==> config.mk <==
export PLATFORM = sky130hd
export DESIGN_NAME = neg_sub_arbiter_flat
export DESIGN_NICKNAME = d
export VERILOG_FILES = /design/src/rtl/neg_sub_arbiter_if.sv /design/src/rtl/neg_sub_arbiter.sv /design/src/flat_wrapper.sv
export SDC_FILE = /design/constraint.sdc
export NUM_CORES = 1
export LEC_CHECK = 0
export CAP_MARGIN = 10
export CORE_MARGIN = 5
export CORE_UTILIZATION = 50
export CTS_CLUSTER_DIAMETER = 50
export DETAILED_ROUTE_END_ITERATION = 16
export GPL_ROUTABILITY_DRIVEN = 0
export GPL_TIMING_DRIVEN = 0
export PLACE_DENSITY_LB_ADDON = 0.25
export SETUP_SLACK_MARGIN = 0.3
export SYNTH_ARGS = -nofsm -noshare
export SYNTH_HDL_FRONTEND = slang
export SYNTH_SLANG_ARGS = --single-unit
==> constraint.sdc <==
create_clock -name clk -period 5.8 [get_ports clk]
set_input_delay 1.16 -clock clk [delete_from_list [all_inputs] [get_ports clk]]
set_output_delay 1.16 -clock clk [all_outputs]
set_load 0.005 [all_outputs]
==> src/rtl/neg_sub_arbiter_if.sv <==
// neg_sub_arbiter_if: request/grant and result handshake between the control
// front end (master) and the shared negate/subtract controller (slave).
interface neg_sub_arbiter_if #(
   parameter int WIDTH = 8
);
   logic             REQ0;
   logic             REQ1;
   logic             OP0;
   logic             OP1;
   logic [WIDTH-1:0] A0;
   logic [WIDTH-1:0] B0;
   logic [WIDTH-1:0] A1;
   logic [WIDTH-1:0] B1;
   logic             GNT0;
   logic             GNT1;
   logic             BUSY;
   logic             RES_VALID;
   logic             RES_READY;
   logic             RES_ID;
   logic [WIDTH-1:0] Y;
   logic             OVF;

   modport master (
      output REQ0, REQ1, OP0, OP1, A0, B0, A1, B1, RES_READY,
      input  GNT0, GNT1, BUSY, RES_VALID, RES_ID, Y, OVF
   );

   modport slave (
      input  REQ0, REQ1, OP0, OP1, A0, B0, A1, B1, RES_READY,
      output GNT0, GNT1, BUSY, RES_VALID, RES_ID, Y, OVF
   );
endinterface

==> src/rtl/neg_sub_arbiter.sv <==
// neg_sub_arbiter: round-robin arbiter for two requesters sharing the
// two's-complement negate unit and a ripple adder. Negate takes one pass
// (T = ~A + 1); subtract negates B and then adds A (T = A + T).
// Optional build macro NEG_SUB_ARB_OVF_EN enables signed-overflow reporting
// on OVF; without it OVF is tied to 0 and no overflow logic exists.
module neg_sub_arbiter #(
   parameter int WIDTH = 8
) (
   input  logic             clk,
   input  logic             rst_n,
   neg_sub_arbiter_if.slave bus
);

   typedef enum logic [1:0] {
      IDLE = 2'd0,
      NEG  = 2'd1,
      ADD  = 2'd2,
      DONE = 2'd3
   } state_t;

   localparam logic [WIDTH-1:0] MIN_NEG = {1'b1, {(WIDTH-1){1'b0}}};

   state_t           state_q, state_d;
   logic             ptr_q, ptr_d;
   logic [WIDTH-1:0] t_q, t_d;
   logic [WIDTH-1:0] a_q, a_d;
   logic [WIDTH-1:0] b_q, b_d;
   logic             op_q, op_d;
   logic             id_q, id_d;
   logic             gnt0, gnt1;
   logic [WIDTH-1:0] neg_src;
   logic [WIDTH-1:0] sum;
`ifdef NEG_SUB_ARB_OVF_EN
   logic             ovf_q, ovf_d;
`endif

   // Next-state, arbitration, operand capture and datapath loads for T
   always_comb begin
      state_d = state_q;
      ptr_d   = ptr_q;
      t_d     = t_q;
      a_d     = a_q;
      b_d     = b_q;
      op_d    = op_q;
      id_d    = id_q;
      gnt0    = 1'b0;
      gnt1    = 1'b0;
      neg_src = op_q ? b_q : a_q;
      sum     = a_q + t_q;
`ifdef NEG_SUB_ARB_OVF_EN
      ovf_d   = ovf_q;
`endif
      case (state_q)
         IDLE: begin
            if (bus.REQ0 && (!bus.REQ1 || !ptr_q)) begin
               gnt0    = 1'b1;
               a_d     = bus.A0;
               b_d     = bus.B0;
               op_d    = bus.OP0;
               id_d    = 1'b0;
               ptr_d   = 1'b1;
               state_d = NEG;
            end else if (bus.REQ1) begin
               gnt1    = 1'b1;
               a_d     = bus.A1;
               b_d     = bus.B1;
               op_d    = bus.OP1;
               id_d    = 1'b1;
               ptr_d   = 1'b0;
               state_d = NEG;
            end
         end
         NEG: begin
            t_d     = ~neg_src + WIDTH'(1);
            state_d = op_q ? ADD : DONE;
`ifdef NEG_SUB_ARB_OVF_EN
            ovf_d   = !op_q && (a_q == MIN_NEG);
`endif
         end
         ADD: begin
            t_d     = sum;
            state_d = DONE;
`ifdef NEG_SUB_ARB_OVF_EN
            ovf_d   = (a_q[WIDTH-1] != b_q[WIDTH-1]) && (sum[WIDTH-1] != a_q[WIDTH-1]);
`endif
         end
         DONE: begin
            if (bus.RES_READY) begin
               state_d = IDLE;
            end
         end
         default: begin
            state_d = IDLE;
         end
      endcase
   end

   // State, pointer and datapath registers; reset drops any in-flight operation
   always_ff @(posedge clk or negedge rst_n) begin
      if (!rst_n) begin
         state_q <= IDLE;
         ptr_q   <= 1'b0;
         t_q     <= '0;
         a_q     <= '0;
         b_q     <= '0;
         op_q    <= 1'b0;
         id_q    <= 1'b0;
      end else begin
         state_q <= state_d;
         ptr_q   <= ptr_d;
         t_q     <= t_d;
         a_q     <= a_d;
         b_q     <= b_d;
         op_q    <= op_d;
         id_q    <= id_d;
      end
   end

`ifdef NEG_SUB_ARB_OVF_EN
   // Overflow flag, settled by the last datapath pass before DONE
   always_ff @(posedge clk or negedge rst_n) begin
      if (!rst_n) begin
         ovf_q <= 1'b0;
      end else begin
         ovf_q <= ovf_d;
      end
   end

   assign bus.OVF = (state_q == DONE) ? ovf_q : 1'b0;
`else
   assign bus.OVF = 1'b0;
`endif

   // Grants are gated by reset so every output is low while rst_n is asserted
   assign bus.GNT0      = gnt0 && rst_n;
   assign bus.GNT1      = gnt1 && rst_n;
   assign bus.BUSY      = (state_q != IDLE);
   assign bus.RES_VALID = (state_q == DONE);
   assign bus.RES_ID    = (state_q == DONE) ? id_q : 1'b0;
   assign bus.Y         = (state_q == DONE) ? t_q : '0;

endmodule

==> src/flat_wrapper.sv <==
// flat-port wrapper written by rule: the top's interface ports become plain ports
module neg_sub_arbiter_flat 
#(
   parameter int WIDTH = 8
)
  (clk, rst_n, bus_REQ0, bus_REQ1, bus_OP0, bus_OP1, bus_A0, bus_B0, bus_A1, bus_B1, bus_RES_READY, bus_GNT0, bus_GNT1, bus_BUSY, bus_RES_VALID, bus_RES_ID, bus_Y, bus_OVF);
  neg_sub_arbiter_if #(.WIDTH(WIDTH)) bus_i ();
  input  logic clk;
  input  logic rst_n;
  input wire logic [$bits(bus_i.REQ0)-1:0] bus_REQ0;
  input wire logic [$bits(bus_i.REQ1)-1:0] bus_REQ1;
  input wire logic [$bits(bus_i.OP0)-1:0] bus_OP0;
  input wire logic [$bits(bus_i.OP1)-1:0] bus_OP1;
  input wire logic [$bits(bus_i.A0)-1:0] bus_A0;
  input wire logic [$bits(bus_i.B0)-1:0] bus_B0;
  input wire logic [$bits(bus_i.A1)-1:0] bus_A1;
  input wire logic [$bits(bus_i.B1)-1:0] bus_B1;
  input wire logic [$bits(bus_i.RES_READY)-1:0] bus_RES_READY;
  output wire logic [$bits(bus_i.GNT0)-1:0] bus_GNT0;
  output wire logic [$bits(bus_i.GNT1)-1:0] bus_GNT1;
  output wire logic [$bits(bus_i.BUSY)-1:0] bus_BUSY;
  output wire logic [$bits(bus_i.RES_VALID)-1:0] bus_RES_VALID;
  output wire logic [$bits(bus_i.RES_ID)-1:0] bus_RES_ID;
  output wire logic [$bits(bus_i.Y)-1:0] bus_Y;
  output wire logic [$bits(bus_i.OVF)-1:0] bus_OVF;
  assign bus_i.REQ0 = bus_REQ0;
  assign bus_i.REQ1 = bus_REQ1;
  assign bus_i.OP0 = bus_OP0;
  assign bus_i.OP1 = bus_OP1;
  assign bus_i.A0 = bus_A0;
  assign bus_i.B0 = bus_B0;
  assign bus_i.A1 = bus_A1;
  assign bus_i.B1 = bus_B1;
  assign bus_i.RES_READY = bus_RES_READY;
  assign bus_GNT0 = bus_i.GNT0;
  assign bus_GNT1 = bus_i.GNT1;
  assign bus_BUSY = bus_i.BUSY;
  assign bus_RES_VALID = bus_i.RES_VALID;
  assign bus_RES_ID = bus_i.RES_ID;
  assign bus_Y = bus_i.Y;
  assign bus_OVF = bus_i.OVF;
  neg_sub_arbiter #(.WIDTH(WIDTH)) u_core (.clk(clk), .rst_n(rst_n), .bus(bus_i));
endmodule
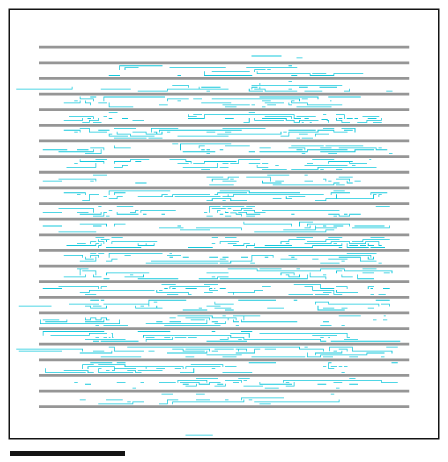
**Above:** run 1 (met1 routing).
Scale bar: 20 um. Supply wires on this layer in grey.
321 nets have wire on it. The longest straight run is 29.9 um. The layer carries 2220 um of wire.
routed wire length: 4855 um
met1 usage: 26.16%
Vias: 1875

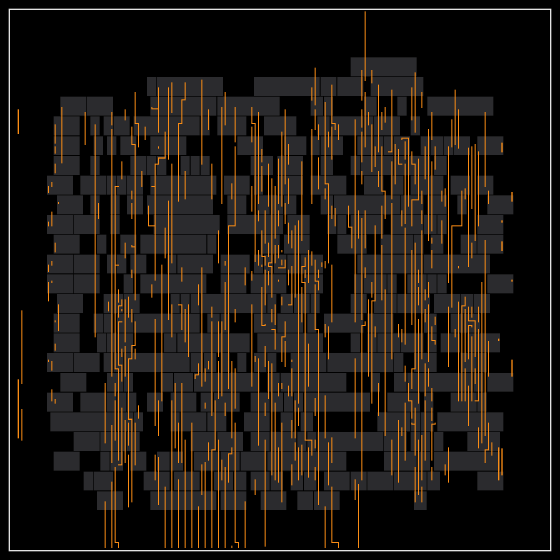
**Above:** run 1 (the metal 2 layer).
Cells faint in the background.
The layer holds 48% of the routed length. The layer carries 2310 um of wire.

==> impl_metrics.env, run 1 <==
# source this file to load flow results
export IMPL_outcome="finished, final reports clean"
export IMPL_seqPwrFrac_pct=27.3
export IMPL_ys_ff=29
export IMPL_cts_hold_buf=0
export IMPL_ff2ff_setup_slack_ps=3550
export IMPL_placed_cells=350
export IMPL_cts_root_buf="clkbuf_8"
export IMPL_power_frac_comb_pct=62.4
export IMPL_powerSeq_mw=0.418
export IMPL_fin_crit_sh_pct=71.01
export IMPL_cts_repair_resized=0
export IMPL_met1_length_um=2220
export IMPL_fin_skew_ps=6.864
export IMPL_mux_area_share_pct=5.358
export IMPL_wl_met3_um=270
export IMPL_grt_ovfl_total=0
export IMPL_portBuffers=51
export IMPL_yosysWarnings=0
export IMPL_placed_area_um2=2679
export IMPL_viasPerCell=5.237
export IMPL_firstDrtPassIters=6
export IMPL_grt_setup_unrepaired="no"
export IMPL_final_cells=358
export IMPL_yosysTopAreaCell="dfrtp_1"
export IMPL_final_nonclk_buf_share_pct=21.98
export IMPL_busiest_layer="met2"
export IMPL_power_leader="combinational logic"
export IMPL_flops=29
export IMPL_hold_depth=1
export IMPL_cpPeakStageDelay_ps=520
export IMPL_critPathTopFamily="buffers and inverters"
export IMPL_biggestCellCategory="multi-input combinational cells"
export IMPL_p_leak_nw=1.174
export IMPL_fmax_mhz=242.8
export IMPL_clockBufferDepth=2
export IMPL_reg2reg_to="u_core.t_q[6]"
export IMPL_die_w_um=74.47
export IMPL_power_internal_mw=0.8522
export IMPL_layout_drive_gt1_share_pct=6.494
export IMPL_power_density_nw_per_um2=554.5
export IMPL_reg2regPathDepth=9
export IMPL_comb_power_mw=0.956
export IMPL_worstHoldStart="u_core.ptr_q"
export IMPL_logic_gates=194
export IMPL_core_um2=4029
export IMPL_edf_count=0
export IMPL_crit_start="bus_REQ0"
export IMPL_register_area_um2=725.7
export IMPL_io_pins=53
export IMPL_flop_cell="dfrtp_1"
export IMPL_tightest_slew_ps=812.2
export IMPL_path_buffers=3
export IMPL_worstPathRequired_ps=4640
export IMPL_synth_cell_type_count=45
export IMPL_yosys_area_share_simple_pct=23.78
export IMPL_drc=0
export IMPL_totalPowerFinal_mw=1.531
export IMPL_fin_ws_ps=1681
export IMPL_clock_area_share_pct=2.990
export IMPL_synthTopCellsByCount="nor2_1, nand2_1, dfrtp_1, a21oi_1, o21ai_0"
export IMPL_layout_top_cell="clkdlybuf4s50_1"
export IMPL_cts_tree="built"
export IMPL_maxCapViolCount=0
export IMPL_whs_ps=493.3
export IMPL_fill_cells=345
export IMPL_cts_setup_buffers=0
export IMPL_nets=360
export IMPL_seq_cell_share_pct=26.28
export IMPL_numCtsBuffers=5
export IMPL_switching_share_pct=44.34
export IMPL_cp_start_kind="primary input"
export IMPL_yosys_stat_cells=248
export IMPL_wl_met2_um=2310
export IMPL_slowest_stage="clkdlybuf4s50_1"
export IMPL_n_clock_buffer=6
export IMPL_grt_pass1_wl_um=8507
export IMPL_crit_path_frequent_cell="clkdlybuf4s50_1"
export IMPL_layout_min_cycle_time_ps=4119
export IMPL_wl_per_cell_um=13.56
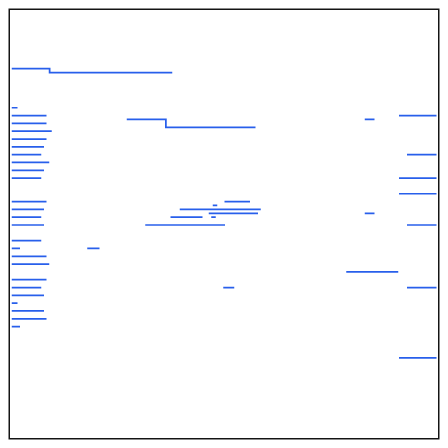
**Above:** run 1 (met3 routing).
41 nets have wire on it. The layer holds 5.6% of the routed length. The layer carries 270 um of wire. The wires run mostly horizontal.
GRT met3 Usage: 4.189%

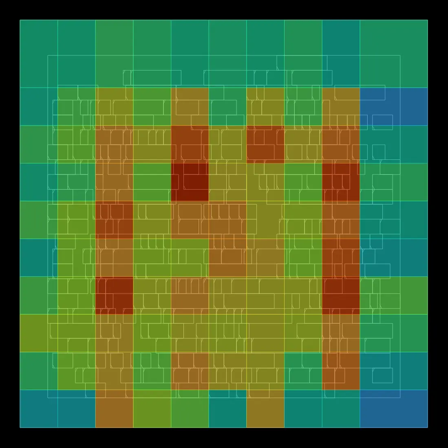
**Above:** run 1 (track usage over the die).
GRT Total Usage: 19.93%
Final Core Density: 68.54%

==> run 1 -> run 2 <==
--- a/config.mk
+++ b/config.mk
@@ -7,7 +7,7 @@
 export LEC_CHECK = 0
 export CAP_MARGIN = 10
 export CORE_MARGIN = 5
-export CORE_UTILIZATION = 50
+export CORE_UTILIZATION = 45
 export CTS_CLUSTER_DIAMETER = 50
 export DETAILED_ROUTE_END_ITERATION = 16
 export GPL_ROUTABILITY_DRIVEN = 0
==> constraint.sdc (replaced) <==
create_clock -name clk -period 3.55 [get_ports clk]
set_input_delay 0.71 -clock clk [delete_from_list [all_inputs] [get_ports clk]]
set_output_delay 0.71 -clock clk [all_outputs]
set_load 0.005 [all_outputs]
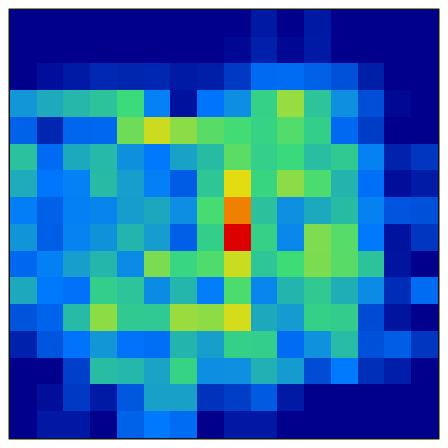
**Above:** run 2 (signal metal coverage by tile).
The die is cut into 16 by 16 equal tiles; dark blue is low, red is high, scaled to the fullest tile. Values are wire area over tile area, all layers added.
The fullest tile reaches 0.54. The densest ninth of the die: centre. The mean over all tiles is 0.13. The emptiest ninth of the die: north-east.

==> run 2 against run 1 <==
Net effect: die size increased by 9.6%; design area increased by 0.91%; first-iteration DRC count down 4.4%; critical path type unchanged; setup slack got worse by 1200 ps; power up 68%; via count grew 0.43%.
==> impl_metrics.env, run 2 <==
# source this file to load flow results
export IMPL_flops=29
export IMPL_switching_share_pct=44.26
export IMPL_placed_area_um2=2681
export IMPL_cts_num_sinks=29
export IMPL_drc=0
export IMPL_drtIter0Drc=65
export IMPL_tightest_slew_ps=794.1
export IMPL_grtUsageMet3_pct=3.935
export IMPL_ant_nets=0
export IMPL_synthTopCellsByCount="nor2_1, nand2_1, dfrtp_1, a21oi_1, o21ai_0"
export IMPL_mux_area_share_pct=5.358
export IMPL_portBuffers=51
export IMPL_inv_count=12
export IMPL_power_internal_mw=1.432
export IMPL_utilization_pct=63.12
export IMPL_fp_util_pct=47.08
export IMPL_fin_ws_ps=476.7
export IMPL_synth_area_um2=2078
export IMPL_grt_use_total_pct=17.30
export IMPL_n_clock_buffer=7
export IMPL_yosysSeqAreaShare_pct=34.92
export IMPL_crit_start="bus_REQ1"
export IMPL_finish_instance_area_um2=2786
export IMPL_viasPerCell=5.231
export IMPL_power_frac_comb_pct=61.3
export IMPL_adder_share_pct=8.790
export IMPL_die_y_um=77.96
export IMPL_p_leak_nw=1.196
export IMPL_worstPathArrival_ps=2360
export IMPL_worstReg2RegStart="u_core.a_q[0]"
export IMPL_clkTransAtPathRegs_ps=70
export IMPL_reg2reg_to="u_core.t_q[6]"
export IMPL_io_pins=53
export IMPL_fin_skew_ps=11.99
export IMPL_slowest_stage="clkdlybuf4s50_1"
export IMPL_switching_power_mw=1.137
export IMPL_crit_path_frequent_cell="clkdlybuf4s50_1"
export IMPL_log_warning_count=30
export IMPL_seq_cell_share_pct=26.04
export IMPL_finalMaxSlewViolations=0
export IMPL_tns_ps=0
export IMPL_maxSlewHeadroom_pct=46.97
export IMPL_worstPathRequired_ps=2840
export IMPL_yosys_stat_cells=248
export IMPL_outcome="finished, final reports clean"
export IMPL_clock_area_share_pct=3.637
export IMPL_synth_cell_type_count=45
export IMPL_grt_max_degree=18
export IMPL_synthArstFlopShare_pct=100.0
export IMPL_layout_top_cell="clkdlybuf4s50_1"
export IMPL_register_area_um2=725.7
export IMPL_critPathTopFamily="buffers and inverters"
export IMPL_power_density_nw_per_um2=922.1
export IMPL_reg_largest_list="u_core.a_q (8), u_core.b_q (8), u_core.t_q (8)"
export IMPL_ys_top_logic_family="simple AND/OR/NAND/NOR gates"
export IMPL_synthAoiAreaFrac_pct=18.12
export IMPL_die_w_um=77.96
export IMPL_ys_ff=29
export IMPL_cp_start_kind="primary input"
export IMPL_setup_viol=0
export IMPL_antenna_found_initial=0
export IMPL_edf_count=0
export IMPL_cp_cell_sequence="clkdlybuf4s50_1, nand2_1, and2_1, clkbuf_2, and3_1, clkdlybuf4s50_1"
export IMPL_synthCells=248
export IMPL_grt_ovfl_total=0
export IMPL_grt_setup_unrepaired="no"
export IMPL_insertion_delay_ps=290
export IMPL_critPathCapture="bus_GNT0"
export IMPL_powerSeq_mw=0.686
export IMPL_cts_hold_buf=0
export IMPL_area_leaders="dfrtp_1, ha_1, nor2_1"
export IMPL_comb_power_mw=1.57
export IMPL_numCtsBuffers=5
export IMPL_path_buffers=3
export IMPL_yosysTopAreaCell="dfrtp_1"
export IMPL_fmax_mhz=325.4
export IMPL_layout_min_cycle_time_ps=3073
export IMPL_power_leader="combinational logic"
export IMPL_mostFrequentLayoutCells="clkdlybuf4s50_1, nor2_1, nand2_1"
export IMPL_reg2regPathDepth=9
export IMPL_seqPwrFrac_pct=26.7
export IMPL_cts_tree="built"
export IMPL_logic_area_um2=1239
export IMPL_cp_max_fo=10
export IMPL_wl_met3_um=306
export IMPL_maxCapViolCount=0
export IMPL_min_path_type="in2async"
export IMPL_setup_worst_path_end_class="output port"
export IMPL_path_depth=6
export IMPL_syn_nets=301
export IMPL_dr_max_layer_used="met4"
export IMPL_busiest_layer="met2"
export IMPL_vdd_drop_max_mv=0.2992
export IMPL_biggestCellCategory="multi-input combinational cells"
export IMPL_yosys_area_share_simple_pct=23.78
export IMPL_p_clk_mw=0.308
export IMPL_clockBufferDepth=2
export IMPL_firstDrtPassIters=4
export IMPL_wl_per_cell_um=13.95
export IMPL_yosysWarnings=0
export IMPL_layout_drive_gt1_share_pct=7.143
export IMPL_die_area_um2=6078
export IMPL_placed_cells=352
export IMPL_critical_path_class="in2out"
export IMPL_synth_xor_xnor_area_share_pct=3.371
export IMPL_cts_setup_buffers=0
export IMPL_core_um2=4414
export IMPL_whs_ps=493.8
export IMPL_cpPeakStageDelay_ps=500
export IMPL_totalPowerFinal_mw=2.569
export IMPL_ff2ff_setup_slack_ps=1340
export IMPL_flop_cell="dfrtp_1"
export IMPL_nets=360
export IMPL_synth_top_cell_area_share_pct=34.92
export IMPL_logic_gates=194
export IMPL_grt_pass1_wl_um=8542
export IMPL_dp_hpwl_um=4015
export IMPL_fill_cells=401
export IMPL_dp_slack_ps=322.6
export IMPL_rows=24
export IMPL_final_cells=360
export IMPL_grt_pass1_vias=1855
export IMPL_buffers=65
export IMPL_syn2layout_area_growth_pct=34.08
export IMPL_final_nonclk_buf_share_pct=21.91
export IMPL_cts_repair_resized=0
export IMPL_htreeDepth=2
export IMPL_synth_most_common_cell="nor2_1"
export IMPL_wl_met2_um=2253
export IMPL_met1_length_um=2388
export IMPL_taps=52
export IMPL_antennaDiodeCount=0
export IMPL_ys_area_um2=2078
export IMPL_cts_root_buf="clkbuf_8"
export IMPL_fin_crit_sh_pct=86.57
export IMPL_clkPwrFrac_pct=12.0
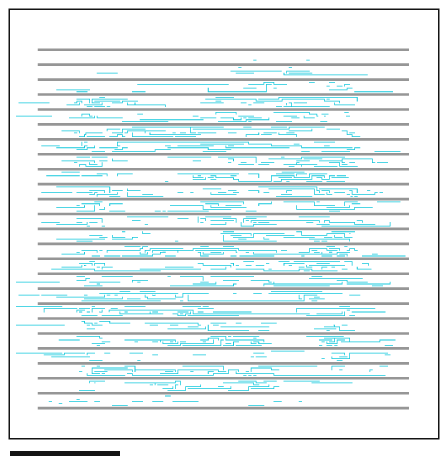
**Above:** run 2 (met1 routing).
Scale bar: 20 um. Supply wires on this layer in grey.
The longest straight run is 23.9 um. The layer carries 2390 um of wire.
Vias: 1883
met1 usage: 24.41%
routed wire length: 5022 um

==> run 2 -> run 3 <==
--- a/config.mk
+++ b/config.mk
@@ -14,6 +14,7 @@
 export GPL_TIMING_DRIVEN = 0
 export PLACE_DENSITY_LB_ADDON = 0.25
 export SETUP_SLACK_MARGIN = 0.3
+export SKIP_LAST_GASP = 1
 export SYNTH_ARGS = -nofsm -noshare
 export SYNTH_HDL_FRONTEND = slang
 export SYNTH_SLANG_ARGS = --single-unit
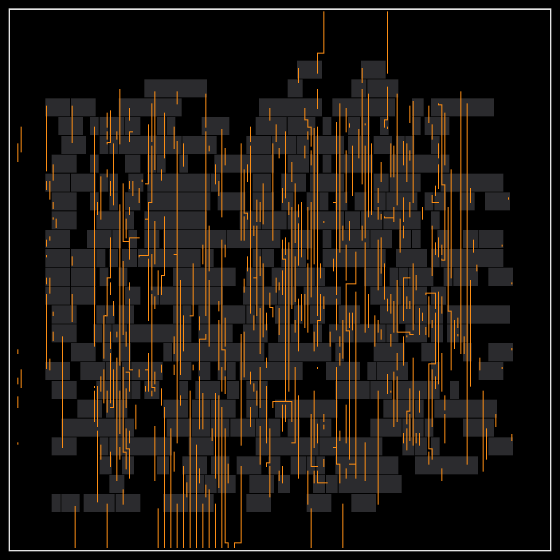
**Above:** run 3 (the metal 2 layer).
Cells faint in the background.
The longest straight run is 52.0 um. The layer carries 2250 um of wire. The layer holds 45% of the routed length. 266 nets have wire on it.

==> run 3 against run 2 <==
Net effect: clock skew unchanged; die size stayed put; final cell count unchanged; critical path depth is the same; design area did not move; synthesized cell count is the same; sequential cell count stayed put; utilization unchanged; combinational power hardly changed; fmax stayed put; setup slack did not move; critical endpoint unchanged; largest power group unchanged.
==> impl_metrics.env, run 3 <==
# source this file to load flow results
export IMPL_outcome="finished, final reports clean"
export IMPL_seqPwrFrac_pct=26.7
export IMPL_yosys_stat_cells=248
export IMPL_fin_crit_sh_pct=86.57
export IMPL_powerSeq_mw=0.686
export IMPL_grtUsageMet3_pct=3.935
export IMPL_switching_share_pct=44.26
export IMPL_ys_ff=29
export IMPL_flop_cell="dfrtp_1"
export IMPL_synth_most_common_cell="nor2_1"
export IMPL_whs_ps=493.8
export IMPL_finalMaxSlewViolations=0
export IMPL_viasPerCell=5.231
export IMPL_crit_start="bus_REQ1"
export IMPL_synth_xor_xnor_area_share_pct=3.371
export IMPL_io_pins=53
export IMPL_logic_gates=194
export IMPL_dp_hpwl_um=4015
export IMPL_comb_power_mw=1.57
export IMPL_path_depth=6
export IMPL_mostFrequentLayoutCells="clkdlybuf4s50_1, nor2_1, nand2_1"
export IMPL_wl_per_cell_um=13.95
export IMPL_adder_share_pct=8.790
export IMPL_grt_ovfl_total=0
export IMPL_fp_util_pct=47.08
export IMPL_biggestCellCategory="multi-input combinational cells"
export IMPL_synthArstFlopShare_pct=100.0
export IMPL_drc=0
export IMPL_synth_top_cell_area_share_pct=34.92
export IMPL_worstPathArrival_ps=2360
export IMPL_setup_viol=0
export IMPL_met1_length_um=2388
export IMPL_edf_count=0
export IMPL_buffers=65
export IMPL_worstPathRequired_ps=2840
export IMPL_final_nonclk_buf_share_pct=21.91
export IMPL_nets=360
export IMPL_grt_use_total_pct=17.30
export IMPL_cpPeakStageDelay_ps=500
export IMPL_fill_cells=401
export IMPL_wl_met2_um=2253
export IMPL_cp_cell_sequence="clkdlybuf4s50_1, nand2_1, and2_1, clkbuf_2, and3_1, clkdlybuf4s50_1"
export IMPL_synthAoiAreaFrac_pct=18.12
export IMPL_syn2layout_area_growth_pct=34.08
export IMPL_wirelength_um=5022
export IMPL_placed_cells=352
export IMPL_cp_max_fo=10
export IMPL_p_clk_mw=0.308
export IMPL_placed_area_um2=2681
export IMPL_firstDrtPassIters=4
export IMPL_power_density_nw_per_um2=922.1
export IMPL_core_um2=4414
export IMPL_min_path_type="in2async"
export IMPL_slowest_stage="clkdlybuf4s50_1"
export IMPL_yosysWarnings=0
export IMPL_layout_top_cell="clkdlybuf4s50_1"
export IMPL_reg2regPathDepth=9
export IMPL_seq_cell_share_pct=26.04
export IMPL_antenna_found_initial=0
export IMPL_numCtsBuffers=5
export IMPL_n_clock_buffer=7
export IMPL_area_leaders="dfrtp_1, ha_1, nor2_1"
export IMPL_fmax_mhz=325.4
export IMPL_worstReg2RegStart="u_core.a_q[0]"
export IMPL_die_w_um=77.96
export IMPL_wl_met3_um=306
export IMPL_htreeDepth=2
export IMPL_die_area_um2=6078
export IMPL_yosysTopAreaCell="dfrtp_1"
export IMPL_vias=1883
export IMPL_totalPowerFinal_mw=2.569
export IMPL_cts_hold_buf=0
export IMPL_synth_cell_type_count=45
export IMPL_critPathTopFamily="buffers and inverters"
export IMPL_setup_worst_path_end_class="output port"
export IMPL_layout_min_cycle_time_ps=3073
export IMPL_critPathCapture="bus_GNT0"
export IMPL_vdd_drop_max_mv=0.2992
export IMPL_power_leader="combinational logic"
export IMPL_path_buffers=3
export IMPL_tightest_slew_ps=794.1
export IMPL_yosysSeqAreaShare_pct=34.92
export IMPL_clkPwrFrac_pct=12.0
export IMPL_clock_area_share_pct=3.637
export IMPL_critical_path_class="in2out"
export IMPL_fin_ws_ps=476.7
export IMPL_ys_area_um2=2078
export IMPL_finish_instance_area_um2=2786
export IMPL_insertion_delay_ps=290
export IMPL_clockBufferDepth=2
export IMPL_ant_nets=0
export IMPL_fin_skew_ps=11.99
export IMPL_synth_area_um2=2078
export IMPL_switching_power_mw=1.137
export IMPL_power_internal_mw=1.432
export IMPL_busiest_layer="met2"
export IMPL_dr_max_layer_used="met4"
export IMPL_rows=24
export IMPL_tns_ps=0
export IMPL_final_cells=360
export IMPL_mux_area_share_pct=5.358
export IMPL_portBuffers=51
export IMPL_grt_setup_unrepaired="no"
export IMPL_antennaDiodeCount=0
export IMPL_cts_setup_buffers=0
export IMPL_crit_path_frequent_cell="clkdlybuf4s50_1"
export IMPL_log_warning_count=30
export IMPL_ys_top_logic_family="simple AND/OR/NAND/NOR gates"
export IMPL_dp_slack_ps=322.6
export IMPL_register_area_um2=725.7
export IMPL_grt_max_degree=18
export IMPL_clkTransAtPathRegs_ps=70
export IMPL_cts_repair_resized=0
export IMPL_synthTopCellsByCount="nor2_1, nand2_1, dfrtp_1, a21oi_1, o21ai_0"
export IMPL_grt_pass1_vias=1855
export IMPL_grtUsageMet1_pct=24.41
export IMPL_cts_num_sinks=29
export IMPL_layout_drive_gt1_share_pct=7.143
export IMPL_flops=29
export IMPL_reg2reg_to="u_core.t_q[6]"
export IMPL_maxSlewHeadroom_pct=46.97
export IMPL_inv_count=12
export IMPL_grt_pass1_wl_um=8542
export IMPL_maxCapViolCount=0
export IMPL_cts_tree="built"
export IMPL_cp_start_kind="primary input"
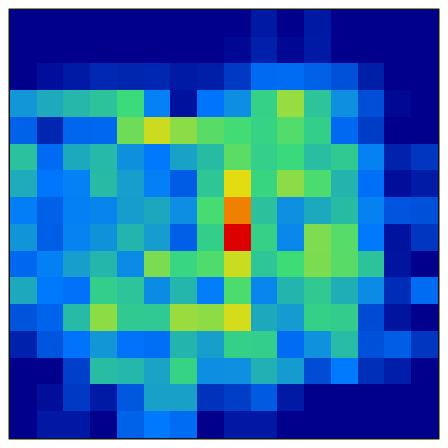
**Above:** run 3 (signal metal coverage by tile).
The die is cut into 16 by 16 equal tiles; dark blue is low, red is high, scaled to the fullest tile. Values are wire area over tile area, all layers added.
The fullest tile reaches 0.54. The mean over all tiles is 0.13. The emptiest ninth of the die: north-east.

Power and IR drop assume default switching activity.
